Figure 1. Signal metal coverage by tile.
The die is cut into 22 by 17 equal tiles; black is low, pale yellow is high, scaled to the fullest tile. Values are wire area over tile area, all layers added.
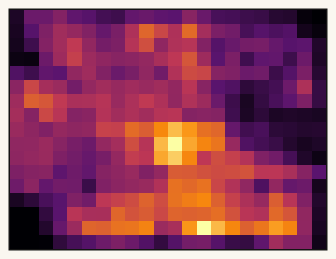
Figure 2. Cell placement.
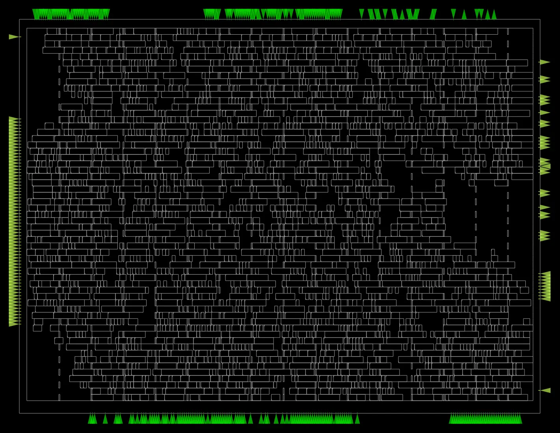
Figure 3. Layout detail.
The bar under the picture is 10 microns long. Region (100, 38) to (125, 63) microns. Cells in gray, sequential cells in the stronger gray; small squares are vias.
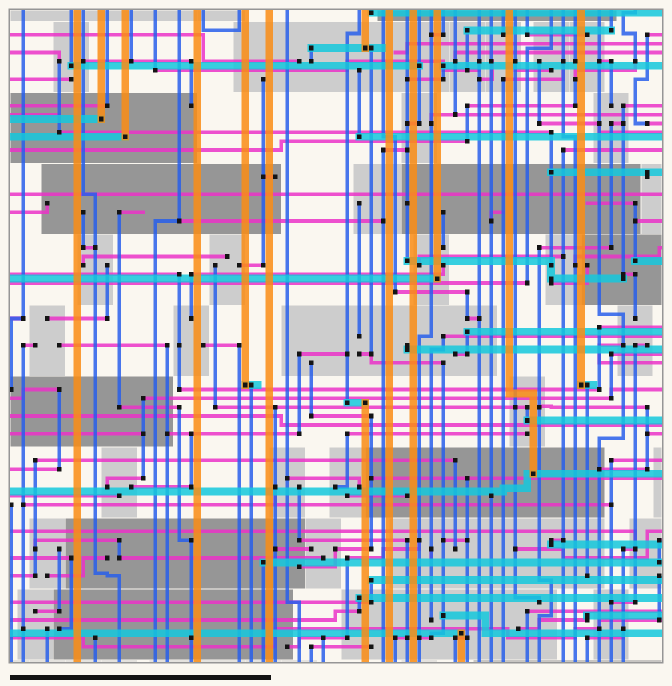
Figure 4. Gate-type map.
The bar under the picture is 50 microns long.
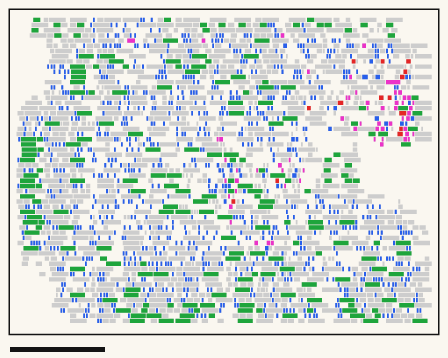
Figure 5. Clock distribution.
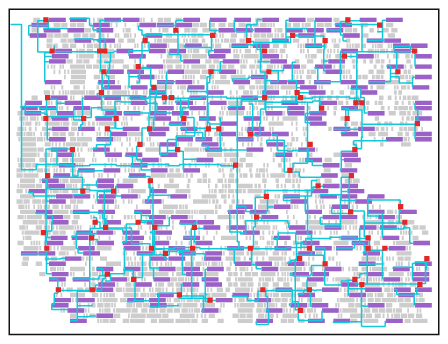
==> src/rtl/pixel_fetch_if.sv <==
// ---------------------------------------------------------------------------
// pixel_fetch_if : request, memory-read and pixel handshakes of pixel_fetch
// Rev 1.0
// ---------------------------------------------------------------------------
`timescale 1ns/1ps
`default_nettype none

interface pixel_fetch_if #(
    parameter int ADDR_W = 20,
    parameter int SEL_W  = 5,
    parameter int PIX_W  = 8,
    parameter int CNT_W  = 16
);
    localparam int WORD_W = PIX_W * (2 ** SEL_W);

    logic              in_req_valid;
    logic              out_req_ready;
    logic [ADDR_W-1:0] in_req;
    logic [SEL_W-1:0]  in_sel;
    logic              out_mem_rd;
    logic [ADDR_W-1:0] out_mem_addr;
    logic              in_mem_valid;
    logic [WORD_W-1:0] in_mem_data;
    logic              out_pix_valid;
    logic              in_pix_ready;
    logic [PIX_W-1:0]  out_pixel;
    logic              in_flush;
    logic [CNT_W-1:0]  out_miss_cnt;

    modport master (
        output in_req_valid, in_req, in_sel, in_mem_valid, in_mem_data,
               in_pix_ready, in_flush,
        input  out_req_ready, out_mem_rd, out_mem_addr, out_pix_valid,
               out_pixel, out_miss_cnt
    );

    modport slave (
        input  in_req_valid, in_req, in_sel, in_mem_valid, in_mem_data,
               in_pix_ready, in_flush,
        output out_req_ready, out_mem_rd, out_mem_addr, out_pix_valid,
               out_pixel, out_miss_cnt
    );
endinterface

`default_nettype wire

==> src/rtl/pixel_fetch.sv <==
// ---------------------------------------------------------------------------
// pixel_fetch : one-word cached 256-bit fetch with 8-bit pixel extraction
// Rev 1.0
// ---------------------------------------------------------------------------
`timescale 1ns/1ps
`default_nettype none

module pixel_fetch #(
    parameter int ADDR_W = 20,
    parameter int SEL_W  = 5,
    parameter int PIX_W  = 8,
    parameter int CNT_W  = 16
) (
    input  logic          clk,
    input  logic          rst_n,
    pixel_fetch_if.slave  bus
);
    localparam int WORD_W = PIX_W * (2 ** SEL_W);

    typedef enum logic [1:0] {
        IDLE     = 2'd0,
        MEM_WAIT = 2'd1,
        OUT      = 2'd2
    } state_t;

    state_t            state;
    logic              cache_valid;
    logic [ADDR_W-1:0] cache_tag;
    logic [WORD_W-1:0] cache_word;
    logic [ADDR_W-1:0] pend_addr;
    logic [SEL_W-1:0]  pend_sel;
    logic              flushed;
    logic              mem_rd;
    logic [ADDR_W-1:0] mem_addr;
    logic              pix_valid;
    logic [PIX_W-1:0]  pixel;
    logic [CNT_W-1:0]  miss_cnt;

    logic req_ready;
    logic accept;
    logic hit;

    function automatic logic [PIX_W-1:0] pick(input logic [WORD_W-1:0] w,
                                              input logic [SEL_W-1:0]  s);
        return w[int'(s)*PIX_W +: PIX_W];
    endfunction

    // Ready is forced low during reset even though the state already reads IDLE.
    assign req_ready = rst_n & ((state == IDLE) | ((state == OUT) & bus.in_pix_ready));
    assign accept    = bus.in_req_valid & req_ready;
    assign hit       = cache_valid & (cache_tag == bus.in_req) & ~bus.in_flush;

    always_ff @(posedge clk or negedge rst_n) begin
        if (!rst_n) begin
            state       <= IDLE;
            cache_valid <= 1'b0;
            cache_tag   <= '0;
            cache_word  <= '0;
            pend_addr   <= '0;
            pend_sel    <= '0;
            flushed     <= 1'b0;
            mem_rd      <= 1'b0;
            mem_addr    <= '0;
            pix_valid   <= 1'b0;
            pixel       <= '0;
            miss_cnt    <= '0;
        end else begin
            mem_rd <= 1'b0;
            if (bus.in_flush) begin
                cache_valid <= 1'b0;
                miss_cnt    <= '0;
            end
            unique case (state)
                IDLE, OUT: begin
                    if (accept) begin
                        pend_addr <= bus.in_req;
                        pend_sel  <= bus.in_sel;
                        if (hit) begin
                            state     <= OUT;
                            pixel     <= pick(cache_word, bus.in_sel);
                            pix_valid <= 1'b1;
                        end else begin
                            state     <= MEM_WAIT;
                            pix_valid <= 1'b0;
                            mem_rd    <= 1'b1;
                            mem_addr  <= bus.in_req;
                            flushed   <= 1'b0;
                            if (!bus.in_flush && (miss_cnt != '1))
                                miss_cnt <= miss_cnt + CNT_W'(1);
                        end
                    end else if ((state == OUT) && bus.in_pix_ready) begin
                        state     <= IDLE;
                        pix_valid <= 1'b0;
                    end
                end
                MEM_WAIT: begin
                    if (bus.in_flush)
                        flushed <= 1'b1;
                    // A flush seen while waiting still delivers the pixel but leaves the line invalid.
                    if (bus.in_mem_valid) begin
                        cache_word  <= bus.in_mem_data;
                        cache_tag   <= pend_addr;
                        cache_valid <= ~(flushed | bus.in_flush);
                        pixel       <= pick(bus.in_mem_data, pend_sel);
                        pix_valid   <= 1'b1;
                        state       <= OUT;
                    end
                end
                default: state <= IDLE;
            endcase
        end
    end

    assign bus.out_req_ready = req_ready;
    assign bus.out_mem_rd    = mem_rd;
    assign bus.out_mem_addr  = mem_addr;
    assign bus.out_pix_valid = pix_valid;
    assign bus.out_pixel     = pixel;
    assign bus.out_miss_cnt  = miss_cnt;

endmodule

`default_nettype wire

==> src/flat_wrapper.sv <==
// flat-port wrapper written by rule: the top's interface ports become plain ports
module pixel_fetch_flat 
#(
    parameter int ADDR_W = 20,
    parameter int SEL_W  = 5,
    parameter int PIX_W  = 8,
    parameter int CNT_W  = 16
)
  (clk, rst_n, bus_in_req_valid, bus_in_req, bus_in_sel, bus_in_mem_valid, bus_in_mem_data, bus_in_pix_ready, bus_in_flush, bus_out_req_ready, bus_out_mem_rd, bus_out_mem_addr, bus_out_pix_valid, bus_out_pixel, bus_out_miss_cnt);
  pixel_fetch_if #(.ADDR_W(ADDR_W), .SEL_W(SEL_W), .PIX_W(PIX_W), .CNT_W(CNT_W)) bus_i ();
  input  logic clk;
  input  logic rst_n;
  input wire logic [$bits(bus_i.in_req_valid)-1:0] bus_in_req_valid;
  input wire logic [$bits(bus_i.in_req)-1:0] bus_in_req;
  input wire logic [$bits(bus_i.in_sel)-1:0] bus_in_sel;
  input wire logic [$bits(bus_i.in_mem_valid)-1:0] bus_in_mem_valid;
  input wire logic [$bits(bus_i.in_mem_data)-1:0] bus_in_mem_data;
  input wire logic [$bits(bus_i.in_pix_ready)-1:0] bus_in_pix_ready;
  input wire logic [$bits(bus_i.in_flush)-1:0] bus_in_flush;
  output wire logic [$bits(bus_i.out_req_ready)-1:0] bus_out_req_ready;
  output wire logic [$bits(bus_i.out_mem_rd)-1:0] bus_out_mem_rd;
  output wire logic [$bits(bus_i.out_mem_addr)-1:0] bus_out_mem_addr;
  output wire logic [$bits(bus_i.out_pix_valid)-1:0] bus_out_pix_valid;
  output wire logic [$bits(bus_i.out_pixel)-1:0] bus_out_pixel;
  output wire logic [$bits(bus_i.out_miss_cnt)-1:0] bus_out_miss_cnt;
  assign bus_i.in_req_valid = bus_in_req_valid;
  assign bus_i.in_req = bus_in_req;
  assign bus_i.in_sel = bus_in_sel;
  assign bus_i.in_mem_valid = bus_in_mem_valid;
  assign bus_i.in_mem_data = bus_in_mem_data;
  assign bus_i.in_pix_ready = bus_in_pix_ready;
  assign bus_i.in_flush = bus_in_flush;
  assign bus_out_req_ready = bus_i.out_req_ready;
  assign bus_out_mem_rd = bus_i.out_mem_rd;
  assign bus_out_mem_addr = bus_i.out_mem_addr;
  assign bus_out_pix_valid = bus_i.out_pix_valid;
  assign bus_out_pixel = bus_i.out_pixel;
  assign bus_out_miss_cnt = bus_i.out_miss_cnt;
  pixel_fetch #(.ADDR_W(ADDR_W), .SEL_W(SEL_W), .PIX_W(PIX_W), .CNT_W(CNT_W)) u_core (.clk(clk), .rst_n(rst_n), .bus(bus_i));
endmodule
==> config.mk <==
export PLATFORM = sky130hd
export DESIGN_NAME = pixel_fetch_flat
export DESIGN_NICKNAME = d
export VERILOG_FILES = /design/src/rtl/pixel_fetch_if.sv /design/src/rtl/pixel_fetch.sv /design/src/flat_wrapper.sv
export SDC_FILE = /design/constraint.sdc
export NUM_CORES = 1
export LEC_CHECK = 0
export CORE_ASPECT_RATIO = 0.75
export CORE_MARGIN = 3
export CORE_UTILIZATION = 50
export CTS_BUF_LIST = sky130_fd_sc_hd__clkbuf_4
export DETAILED_ROUTE_END_ITERATION = 7
export DONT_BUFFER_PORTS = 1
export GPL_ROUTABILITY_DRIVEN = 0
export GPL_TIMING_DRIVEN = 0
export SYNTH_ARGS = -nofsm -noshare
export SYNTH_HDL_FRONTEND = slang
export SYNTH_SLANG_ARGS = --single-unit
==> constraint.sdc <==
create_clock -name clk -period 3 [get_ports clk]
set_clock_uncertainty 0.05 [all_clocks]
set_input_delay 0.45 -clock clk [delete_from_list [all_inputs] [get_ports clk]]
set_output_delay 0.45 -clock clk [all_outputs]
set_load 0.05 [all_outputs]
==> results.json <==
{
  "crit_family": "multiplexers",
  "r2r_slack_ps": 60,
  "clkTransAtPathRegs_ps": 70,
  "io_buffers": 0,
  "p_int_uw": 11200,
  "p_seq_frac": 0.464,
  "crit_required_ps": 3630,
  "period_needed_ps": 2940,
  "met3_usage": 0.160,
  "mux_share": 0.208,
  "syn-instance-count": 1817,
  "busiest_layer": "met2",
  "regMostFlops": "u_core.cache_word",
  "timing.hold.ws_ps": -672,
  "synth-async-reset-ratio": 1.00,
  "fin_nets": 2480,
  "ys_sh_adder": 0.000700,
  "period_used_share": 0.980,
  "detail_route.vias_per_cell": 6.09,
  "cts_hold_buf": 283,
  "cp.arrival_ps": 3570,
  "critPathBufInv": 3,
  "top_area_frac": 0.491,
  "r2r_end": "u_core.bus.out_pixel[5]",
  "p_seq_uw": 8380,
  "power_leakage_uw": 0.0108,
  "ys_types": 47,
  "outcome": "finished with violations",
  "ctsResizeCount": 8,
  "initial_utilization": 0.511,
  "combPwrFrac": 0.299,
  "hold_class": "primary input to async pin",
  "top_logic_kind": "simple AND/OR/NAND/NOR gates",
  "drv_slew": 0,
  "switching_share": 0.382,
  "fp_nets": 2105,
  "first_global_vias": 16517,
  "ff2ff_path_depth": 9,
  "clk_latency_ps": 810,
  "violations": "hold timing",
  "area_growth_pct": 25.7,
  "ys_warn_count": 0,
  "dp_hpwl_microns": 51200,
  "drive_gt1_frac": 0.154,
  "synth-compound-area-share": 0.0287,
  "rsz0062_at_grt": "no",
  "synthFlopType": "dfrtp_1",
  "placed_cells": 2274,
  "p_sw_uw": 6890,
  "globalRouteMet1Util": 0.522,
  "postSynthAreaPerCell_sq_um": 9.84,
  "yosysMostFrequentCell": "nand2_1",
  "synth_area_sq_um": 17900,
  "topRoutingLayerUsed": "met5",
  "hold_viol": 351,
  "fmax_ghz": 0.340,
  "root_buffer": "clkbuf_4",
  "top_area_cell": "dfrtp_1",
  "use_met2": 0.532,
  "tool_warnings": 31,
  "slowest_delay_ps": 560,
  "powerDensity_nw_per_um2": 804,
  "die_h_microns": 170,
  "grt_pass1_wl_microns": 104000,
  "drv_cap": 0,
  "clock_power_uw": 4270,
  "antenna_found_initial": 5,
  "regToRegStartpoint": "u_core.pend_sel[1]",
  "path_class": "register to register",
  "cp.depth": 9,
  "tritoncts": "done",
  "ys_cells": 1817,
  "maxSlewHeadroom": 0.258,
  "dr_wl_met2_microns": 30200,
  "ys_ff": 351,
  "numCtsBuffers": 91,
  "drt_iter0_markers": 2424,
  "setup_violations": 0,
  "wl_met1_microns": 27800,
  "met3_length_microns": 10300,
  "power_leader": "sequential cells",
  "die_x_microns": 224,
  "row_count": 59,
  "largest_register_ffs": 256,
  "ys_chip_area_sq_um": 17900,
  "ant_nets": 0,
  "p_clk_frac": 0.237
}
## Picture notes: Figure 1
mean over tiles: 0.33
fullest tile: 0.90
tiles over half the peak: 22%
nearly empty tiles: 2.4%
GRT Resource Usage Total: 0.375
Routed WL: 71,200 microns
total vias in the final route: 16.5k
drt wl/cell: 26.2 microns

## Picture notes: Figure 2
Core Box Area: 35,000 sq um
seq_cells: 351
fillcell total: 2,941
utilization after layout: 0.642
# Taps: 457

## Picture notes: Figure 3
| layer | color |
|---|---|
| M2 | blue |
| M3 | cyan |
| M1 | magenta |
| M4 | orange |
cells with their middle in the window: 36
netlist names of flops here include: u_core.cache_word (7)
most frequent: nand2_1 (21), dfrtp_1 (7), mux4_2 (4)
sequential cells in the window: 7

## Picture notes: Figure 4
| family | color | cells |
|---|---|---|
| mux cells | green | 204 |
| and/or cells | red | 14 |
| nor cells | magenta | 60 |
| nand cells | blue | 956 |

## Picture notes: Figure 5
[clock wires] cyan | length: 5,320 microns
[flip-flops] purple | count: 351
[clock-net drivers] red | count: 91
flops lie: widely spread

## through the flow
stage / total power, uW / instance area (sq um) / worst slack [ps] / hold slack, ps
6_report: 18000 / 22500 / 60.0 / -672
5_1_grt: 18900 / 22500 / 2.99 / -753
4_1_cts: 17800 / 22400 / 24.7 / -758
3_3_place_gp: 13000 / 18400 / -285 / 113
3_5_place_dp: 13200 / 18400 / -289 / 115
2_1_floorplan: 11300 / 17900 / 649 / 104
## final cells by class
| class | count | area [sq um] |
|---|---|---|
| multi-input cells | 1335 | 8500 |
| plain buffers | 119 | 573 |
| diodes | 2 | 5.00 |
| clock buffers | 132 | 991 |
| well taps | 457 | 572 |
| flip-flops and latches | 351 | 8780 |
| fillers | 2941 | 12500 |
| clock inverters | 25 | 160 |
| repair buffers | 283 | 2830 |
| inverters | 11 | 41.3 |
Power figures rest on the tool's default switching activity, not on a simulated workload.
